<file path="src/rtl/uart_frame_pkg.sv">
// Shared types and constants for the UART frame parser: state encoding,
// error codes and the default frame header.
package uart_frame_pkg;

    typedef enum logic [2:0] {
        S_IDLE = 3'd0,
        S_LEN  = 3'd1,
        S_DATA = 3'd2,
        S_CSUM = 3'd3,
        S_OUT  = 3'd4
    } state_t;

    localparam logic [1:0] ERR_NONE = 2'b00;
    localparam logic [1:0] ERR_LEN  = 2'b01;
    localparam logic [1:0] ERR_CSUM = 2'b10;
    localparam logic [1:0] ERR_TMO  = 2'b11;

    localparam logic [7:0] DEF_HEADER = 8'hA5;

    function automatic logic [7:0] sat_inc8(input logic [7:0] v);
        return (v == 8'hFF) ? v : v + 8'd1;
    endfunction

endpackage

</file>
<file path="src/rtl/uart_frame_if.sv">
// Byte-in / payload-out bundle of the frame parser. The parser is the slave;
// the UART receiver plus the application consumer form the master side.
interface uart_frame_if;
    logic       RX_Done_Sig;
    logic [7:0] RX_Data;
    logic       RX_En_Sig;
    logic [7:0] Out_Data;
    logic       Out_Valid;
    logic       Out_Ready;
    logic       Out_Last;
    logic       Err_Sig;
    logic [1:0] Err_Code;
    logic [7:0] Drop_Cnt;

    modport master (
        output RX_Done_Sig, RX_Data, Out_Ready,
        input  RX_En_Sig, Out_Data, Out_Valid, Out_Last, Err_Sig, Err_Code, Drop_Cnt
    );

    modport slave (
        input  RX_Done_Sig, RX_Data, Out_Ready,
        output RX_En_Sig, Out_Data, Out_Valid, Out_Last, Err_Sig, Err_Code, Drop_Cnt
    );
endinterface

</file>
<file path="src/rtl/uart_frame_parser_frame_buffer.sv">
// Payload store: DEPTH x 8 register file, synchronous write, combinational read.
// Contents need no reset; a frame is always fully written before it is read.
module frame_buffer #(
    parameter int DEPTH = 16,
    parameter int AW    = 4
) (
    input  logic          CLK,
    input  logic          we_i,
    input  logic [AW-1:0] waddr_i,
    input  logic [7:0]    wdata_i,
    input  logic [AW-1:0] raddr_i,
    output logic [7:0]    rdata_o
);
    logic [7:0] mem_q [DEPTH];

    always_ff @(posedge CLK) begin
        if (we_i) mem_q[waddr_i] <= wdata_i;
    end

    assign rdata_o = mem_q[raddr_i];
endmodule

</file>
<file path="src/rtl/uart_frame_parser.sv">
// Frame delineation (HEADER, LEN, payload, CSUM), checksum/length/timeout
// checking, and valid/ready replay of each good payload.
//
//   state  | meaning
//   IDLE   | hunting for the header byte
//   LEN    | waiting for the length byte
//   DATA   | storing payload bytes into the buffer
//   CSUM   | waiting for the checksum byte
//   OUT    | replaying the payload; receive disabled, stray bytes counted as drops
module uart_frame_parser
    import uart_frame_pkg::*;
#(
    parameter int         MAX_LEN     = 16,
    parameter logic [7:0] HEADER      = DEF_HEADER,
    parameter int         TIMEOUT_CYC = 104166
) (
    input  logic        CLK,
    input  logic        RSTn,
    uart_frame_if.slave bus
);
    localparam int LEN_W = $clog2(MAX_LEN + 1);
    localparam int IDX_W = (MAX_LEN > 1) ? $clog2(MAX_LEN) : 1;
    localparam int TMO_W = (TIMEOUT_CYC > 1) ? $clog2(TIMEOUT_CYC) : 1;
    localparam logic [7:0]       MAX_LEN_B = 8'(MAX_LEN);
    localparam logic [TMO_W-1:0] TMO_LAST  = TMO_W'(TIMEOUT_CYC - 1);

    state_t           state_q;
    logic             rx_done_q, acc_q;
    logic [7:0]       byte_q;
    logic [LEN_W-1:0] len_q, wr_idx_q, rd_idx_q;
    logic [7:0]       sum_q;
    logic [TMO_W-1:0] tmo_q;
    logic [7:0]       out_data_q, drop_q;
    logic             out_valid_q, out_last_q, err_q;
    logic [1:0]       err_code_q;

    logic [LEN_W-1:0] rd_next_d;
    logic [7:0]       rd_data;
    logic             buf_we;

    assign buf_we    = acc_q && (state_q == S_DATA);
    // Read address leads the output register so the next byte is ready at handshake.
    assign rd_next_d = (state_q == S_OUT) ? rd_idx_q + 1'b1 : '0;

    frame_buffer #(.DEPTH(MAX_LEN), .AW(IDX_W)) u_buf (
        .CLK     (CLK),
        .we_i    (buf_we),
        .waddr_i (wr_idx_q[IDX_W-1:0]),
        .wdata_i (byte_q),
        .raddr_i (rd_next_d[IDX_W-1:0]),
        .rdata_o (rd_data)
    );

    always_ff @(posedge CLK or negedge RSTn) begin
        if (!RSTn) begin
            rx_done_q <= 1'b0;
            acc_q     <= 1'b0;
            byte_q    <= '0;
        end else begin
            rx_done_q <= bus.RX_Done_Sig;
            acc_q     <= bus.RX_Done_Sig & ~rx_done_q;
            if (bus.RX_Done_Sig & ~rx_done_q) byte_q <= bus.RX_Data;
        end
    end

    always_ff @(posedge CLK or negedge RSTn) begin
        if (!RSTn) begin
            state_q     <= S_IDLE;
            len_q       <= '0;
            wr_idx_q    <= '0;
            rd_idx_q    <= '0;
            sum_q       <= '0;
            tmo_q       <= '0;
            out_data_q  <= '0;
            out_valid_q <= 1'b0;
            out_last_q  <= 1'b0;
            err_q       <= 1'b0;
            err_code_q  <= ERR_NONE;
            drop_q      <= '0;
        end else begin
            err_q <= 1'b0;
            unique case (state_q)
                S_IDLE: begin
                    if (acc_q && byte_q == HEADER) begin
                        state_q <= S_LEN;
                        tmo_q   <= '0;
                    end
                end
                S_LEN, S_DATA, S_CSUM: begin
                    // A byte landing on the expiry cycle takes priority over the timeout.
                    if (acc_q) begin
                        tmo_q <= '0;
                        if (state_q == S_LEN) begin
                            if (byte_q == 8'd0 || byte_q > MAX_LEN_B) begin
                                state_q    <= S_IDLE;
                                err_q      <= 1'b1;
                                err_code_q <= ERR_LEN;
                            end else begin
                                len_q    <= byte_q[LEN_W-1:0];
                                sum_q    <= byte_q;
                                wr_idx_q <= '0;
                                state_q  <= S_DATA;
                            end
                        end else if (state_q == S_DATA) begin
                            wr_idx_q <= wr_idx_q + 1'b1;
                            sum_q    <= sum_q + byte_q;
                            if (wr_idx_q == len_q - 1'b1) state_q <= S_CSUM;
                        end else if (byte_q == sum_q) begin
                            state_q     <= S_OUT;
                            rd_idx_q    <= '0;
                            out_valid_q <= 1'b1;
                            out_data_q  <= rd_data;
                            out_last_q  <= (len_q == LEN_W'(1));
                        end else begin
                            state_q    <= S_IDLE;
                            err_q      <= 1'b1;
                            err_code_q <= ERR_CSUM;
                        end
                    end else if (tmo_q == TMO_LAST) begin
                        state_q    <= S_IDLE;
                        err_q      <= 1'b1;
                        err_code_q <= ERR_TMO;
                    end else begin
                        tmo_q <= tmo_q + 1'b1;
                    end
                end
                S_OUT: begin
                    if (acc_q) drop_q <= sat_inc8(drop_q);
                    if (out_valid_q && bus.Out_Ready) begin
                        if (out_last_q) begin
                            state_q     <= S_IDLE;
                            out_valid_q <= 1'b0;
                            out_last_q  <= 1'b0;
                        end else begin
                            rd_idx_q   <= rd_next_d;
                            out_data_q <= rd_data;
                            out_last_q <= (rd_next_d == len_q - 1'b1);
                        end
                    end
                end
                default: state_q <= S_IDLE;
            endcase
        end
    end

    assign bus.RX_En_Sig = (state_q != S_OUT);
    assign bus.Out_Data  = out_data_q;
    assign bus.Out_Valid = out_valid_q;
    assign bus.Out_Last  = out_last_q;
    assign bus.Err_Sig   = err_q;
    assign bus.Err_Code  = err_code_q;
    assign bus.Drop_Cnt  = drop_q;
endmodule
</file>
<file path="src/flat_wrapper.sv">
// flat-port wrapper written by rule: the top's interface ports become plain ports
module uart_frame_parser_flat import uart_frame_pkg::*;
#(
    parameter int         MAX_LEN     = 16,
    parameter logic [7:0] HEADER      = DEF_HEADER,
    parameter int         TIMEOUT_CYC = 104166
)
  (CLK, RSTn, bus_RX_Done_Sig, bus_RX_Data, bus_Out_Ready, bus_RX_En_Sig, bus_Out_Data, bus_Out_Valid, bus_Out_Last, bus_Err_Sig, bus_Err_Code, bus_Drop_Cnt);
  uart_frame_if bus_i ();
  input  logic CLK;
  input  logic RSTn;
  input wire logic [$bits(bus_i.RX_Done_Sig)-1:0] bus_RX_Done_Sig;
  input wire logic [$bits(bus_i.RX_Data)-1:0] bus_RX_Data;
  input wire logic [$bits(bus_i.Out_Ready)-1:0] bus_Out_Ready;
  output wire logic [$bits(bus_i.RX_En_Sig)-1:0] bus_RX_En_Sig;
  output wire logic [$bits(bus_i.Out_Data)-1:0] bus_Out_Data;
  output wire logic [$bits(bus_i.Out_Valid)-1:0] bus_Out_Valid;
  output wire logic [$bits(bus_i.Out_Last)-1:0] bus_Out_Last;
  output wire logic [$bits(bus_i.Err_Sig)-1:0] bus_Err_Sig;
  output wire logic [$bits(bus_i.Err_Code)-1:0] bus_Err_Code;
  output wire logic [$bits(bus_i.Drop_Cnt)-1:0] bus_Drop_Cnt;
  assign bus_i.RX_Done_Sig = bus_RX_Done_Sig;
  assign bus_i.RX_Data = bus_RX_Data;
  assign bus_i.Out_Ready = bus_Out_Ready;
  assign bus_RX_En_Sig = bus_i.RX_En_Sig;
  assign bus_Out_Data = bus_i.Out_Data;
  assign bus_Out_Valid = bus_i.Out_Valid;
  assign bus_Out_Last = bus_i.Out_Last;
  assign bus_Err_Sig = bus_i.Err_Sig;
  assign bus_Err_Code = bus_i.Err_Code;
  assign bus_Drop_Cnt = bus_i.Drop_Cnt;
  uart_frame_parser #(.MAX_LEN(MAX_LEN), .HEADER(HEADER), .TIMEOUT_CYC(TIMEOUT_CYC)) u_core (.CLK(CLK), .RSTn(RSTn), .bus(bus_i));
endmodule
</file>
<file path="config.mk">
export PLATFORM = sky130hd
export DESIGN_NAME = uart_frame_parser_flat
export DESIGN_NICKNAME = d
export VERILOG_FILES = /design/src/rtl/uart_frame_pkg.sv /design/src/rtl/uart_frame_if.sv /design/src/rtl/uart_frame_parser_frame_buffer.sv /design/src/rtl/uart_frame_parser.sv /design/src/flat_wrapper.sv
export SDC_FILE = /design/constraint.sdc
export NUM_CORES = 1
export LEC_CHECK = 0
export ABC_AREA = 1
export ABC_CLOCK_PERIOD_IN_PS = 2600
export CAP_MARGIN = 10
export CORE_MARGIN = 2
export CORE_UTILIZATION = 40
export CTS_CLUSTER_SIZE = 12
export DETAILED_ROUTE_END_ITERATION = 10
export PLACE_DENSITY = 0.66
export SETUP_SLACK_MARGIN = 0.05
export SLEW_MARGIN = 20
export SYNTH_ARGS = -nofsm -noshare
export SYNTH_HDL_FRONTEND = slang
export SYNTH_SLANG_ARGS = --single-unit
</file>
<file path="constraint.sdc">
create_clock -name CLK -period 2.6 [get_ports CLK]
set_input_delay 0.52 -clock CLK [delete_from_list [all_inputs] [get_ports CLK]]
set_output_delay 0.52 -clock CLK [all_outputs]
set_load 0.03 [all_outputs]
</file>
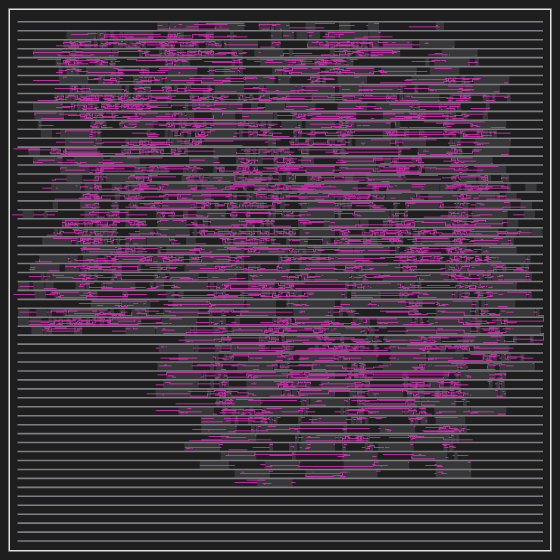
met1.png
Supply wires on this layer in gray.
longest straight run: 39.6 µm
nets with wire on the layer: 1147
main direction: horizontal
wire length on this layer: 11200 µm
post-detailed-routing wire length: 24600 µm
global routing usage on met1: 26.3%
total via count in the routed design: 8014

==> out/summary.txt <==
Fillers: 2372
Core Density at Floorplan: 40.7%
CP startpoint kind: flip-flop
Syn Inst Count: 1157
Number of non-clock inverters: 186
FF+latch count, synth: 202
CTS H-tree depth: 1
Routed length per placed instance: 15.8 µm
Cell depth of the worst setup path: 3
Clock Buffer Count: 35
Leading post-synthesis cells by cell area: sky130_fd_sc_hd__edfxtp_1 (38%), sky130_fd_sc_hd__dfrtp_1 (18%), sky130_fd_sc_hd__nand2_1 (9.9%)
Number of global-route vias before repair: 7593
Area taken by flip-flops and latches: 0.00570 mm²
Final weighted congestion in routability-driven placement: 0.855
Tot Pwr: 9.73 mW
Total Nets Final: 1240
CP Capture Type: output pin
Most common cell after layout, fill and taps aside: sky130_fd_sc_hd__nand2_1
Avg Inst Size Synth: 8.86 µm²
Status: finished with violations
Combinational share of power: 26.3%
First-pass GRT wire length: 39800 µm
Max FO, Critical Path: 7
Depth of the most critical reg-to-reg path: 8
Registers with the most flip-flops: u_core.u_buf.mem_q (128), u_core.tmo_q (17)
Number of logic gates: 724
Violated checks: negative hold slack
Antenna diode count: 0
# IOs: 34
Top-count cell post-synth: sky130_fd_sc_hd__nand2_1
Via count normalized by instance count: 5.15
Design internal power: 6.48 mW
Power in sequential cells: 3.98 mW
Unrepaired setup endpoints after global routing: no
Slowest stage cell, crit path: sky130_fd_sc_hd__dfrtp_1
Clock latency on the worst-skew pair: 520 ps
Count of tool warnings: 31
Initial antenna violation count: 0
CTS sink count: 202
Origin of the critical flop-to-flop path: u_core.state_q[2]
Number of warnings reported in the yosys synthesis log: 0
Number of iterations in the first detailed-routing pass: 5
Flip-flop count of the largest register after layout: 128
Fraction of area in multi-input gates: 30.4%
Cells along the critical path: nor2_8, nand2_4, dlygate4sd2_1
Flip-flops: 202
Power per cell area: 821 mW/mm²
FFs w/ async S/R, synth: 36.6%
Beginning of the critical path: u_core.state_q[1]
Maximum buffer depth of the clock tree: 3
Synth Flop Type: sky130_fd_sc_hd__edfxtp_1
Routed metal-1 wirelength: 11200 µm
Crit Path Class: reg2out
Clock group share of total power: 32.8%
Maximum number of pins on one net before global-route repair: 73
Final number of max-transition violations: 0
Maximum achievable frequency: 438 MHz
Global-route total usage across every layer: 18.7%
VDD IR max: 0.000614 V
Longest individual stage delay on the worst path: 470 ps
Cell type with the highest aggregate area in the netlist: sky130_fd_sc_hd__edfxtp_1
Total setup violations reported at the end of the flow: 0
Main power-consuming group: registers
Distinct lib cells used: 40
Setup TNS after final layout: 0 ps
CTS buffer count: 23
Worst-path clk slew: 60 ps
Post-synth seq share: 55.6%
Filler-free cell count of the finished design: 1557
Violation count after the first detailed-route iteration: 834
Worst hold-check slack: -7.04 ps
Class of the most critical hold timing path: in2async
Gate Area: 0.00360 mm²
Transition at the pin with the smallest max-transition slack: 571 ps
Non-clock buffer share of cell area: 5.71%
Hold violation count in the final report: 4
Clock root buffer: sky130_fd_sc_hd__clkbuf_16
EDFF count, synth: 128
Last element of the critical path: bus_RX_En_Sig
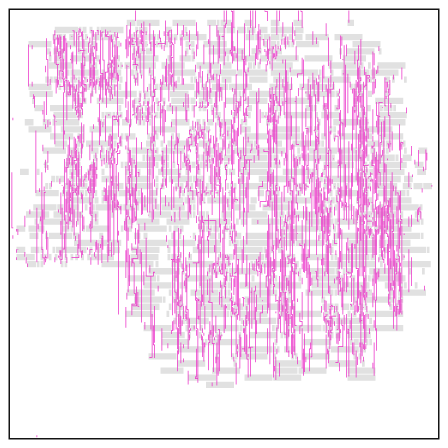
met2.png
wire length on this layer: 11300 µm
longest straight run: 66.6 µm
met2 usage in global routing: 29.7%

-- worst min-delay path by stage --
stage / from / to / slack [ps] / depth (start not counted)
final: RSTn / u_core.bus.Drop_Cnt[4] / -7 / 1
after detailed placement: u_core.rd_idx_q[4] / u_core.rd_idx_q[4] / 470 / 2
after CTS: RSTn / u_core.bus.Drop_Cnt[4] / 4 / 1
after global routing: RSTn / u_core.bus.Drop_Cnt[4] / 20 / 1
after floorplan: RSTn / u_core.acc_q / 220 / 0
after global placement: u_core.sum_q[5] / u_core.sum_q[5] / 470 / 2
-- logic make-up after synthesis --
family	after synthesis	synth area share, %
XOR/XNOR	15	1.28
flip-flops	202	55.6
AND/OR/NAND/NOR	626	28.1
adder cells (fa/ha/maj)	18	2.27
AND-OR/OR-AND	65	3.47
buffers and inverters	231	9.30
Power and IR drop assume default switching activity.
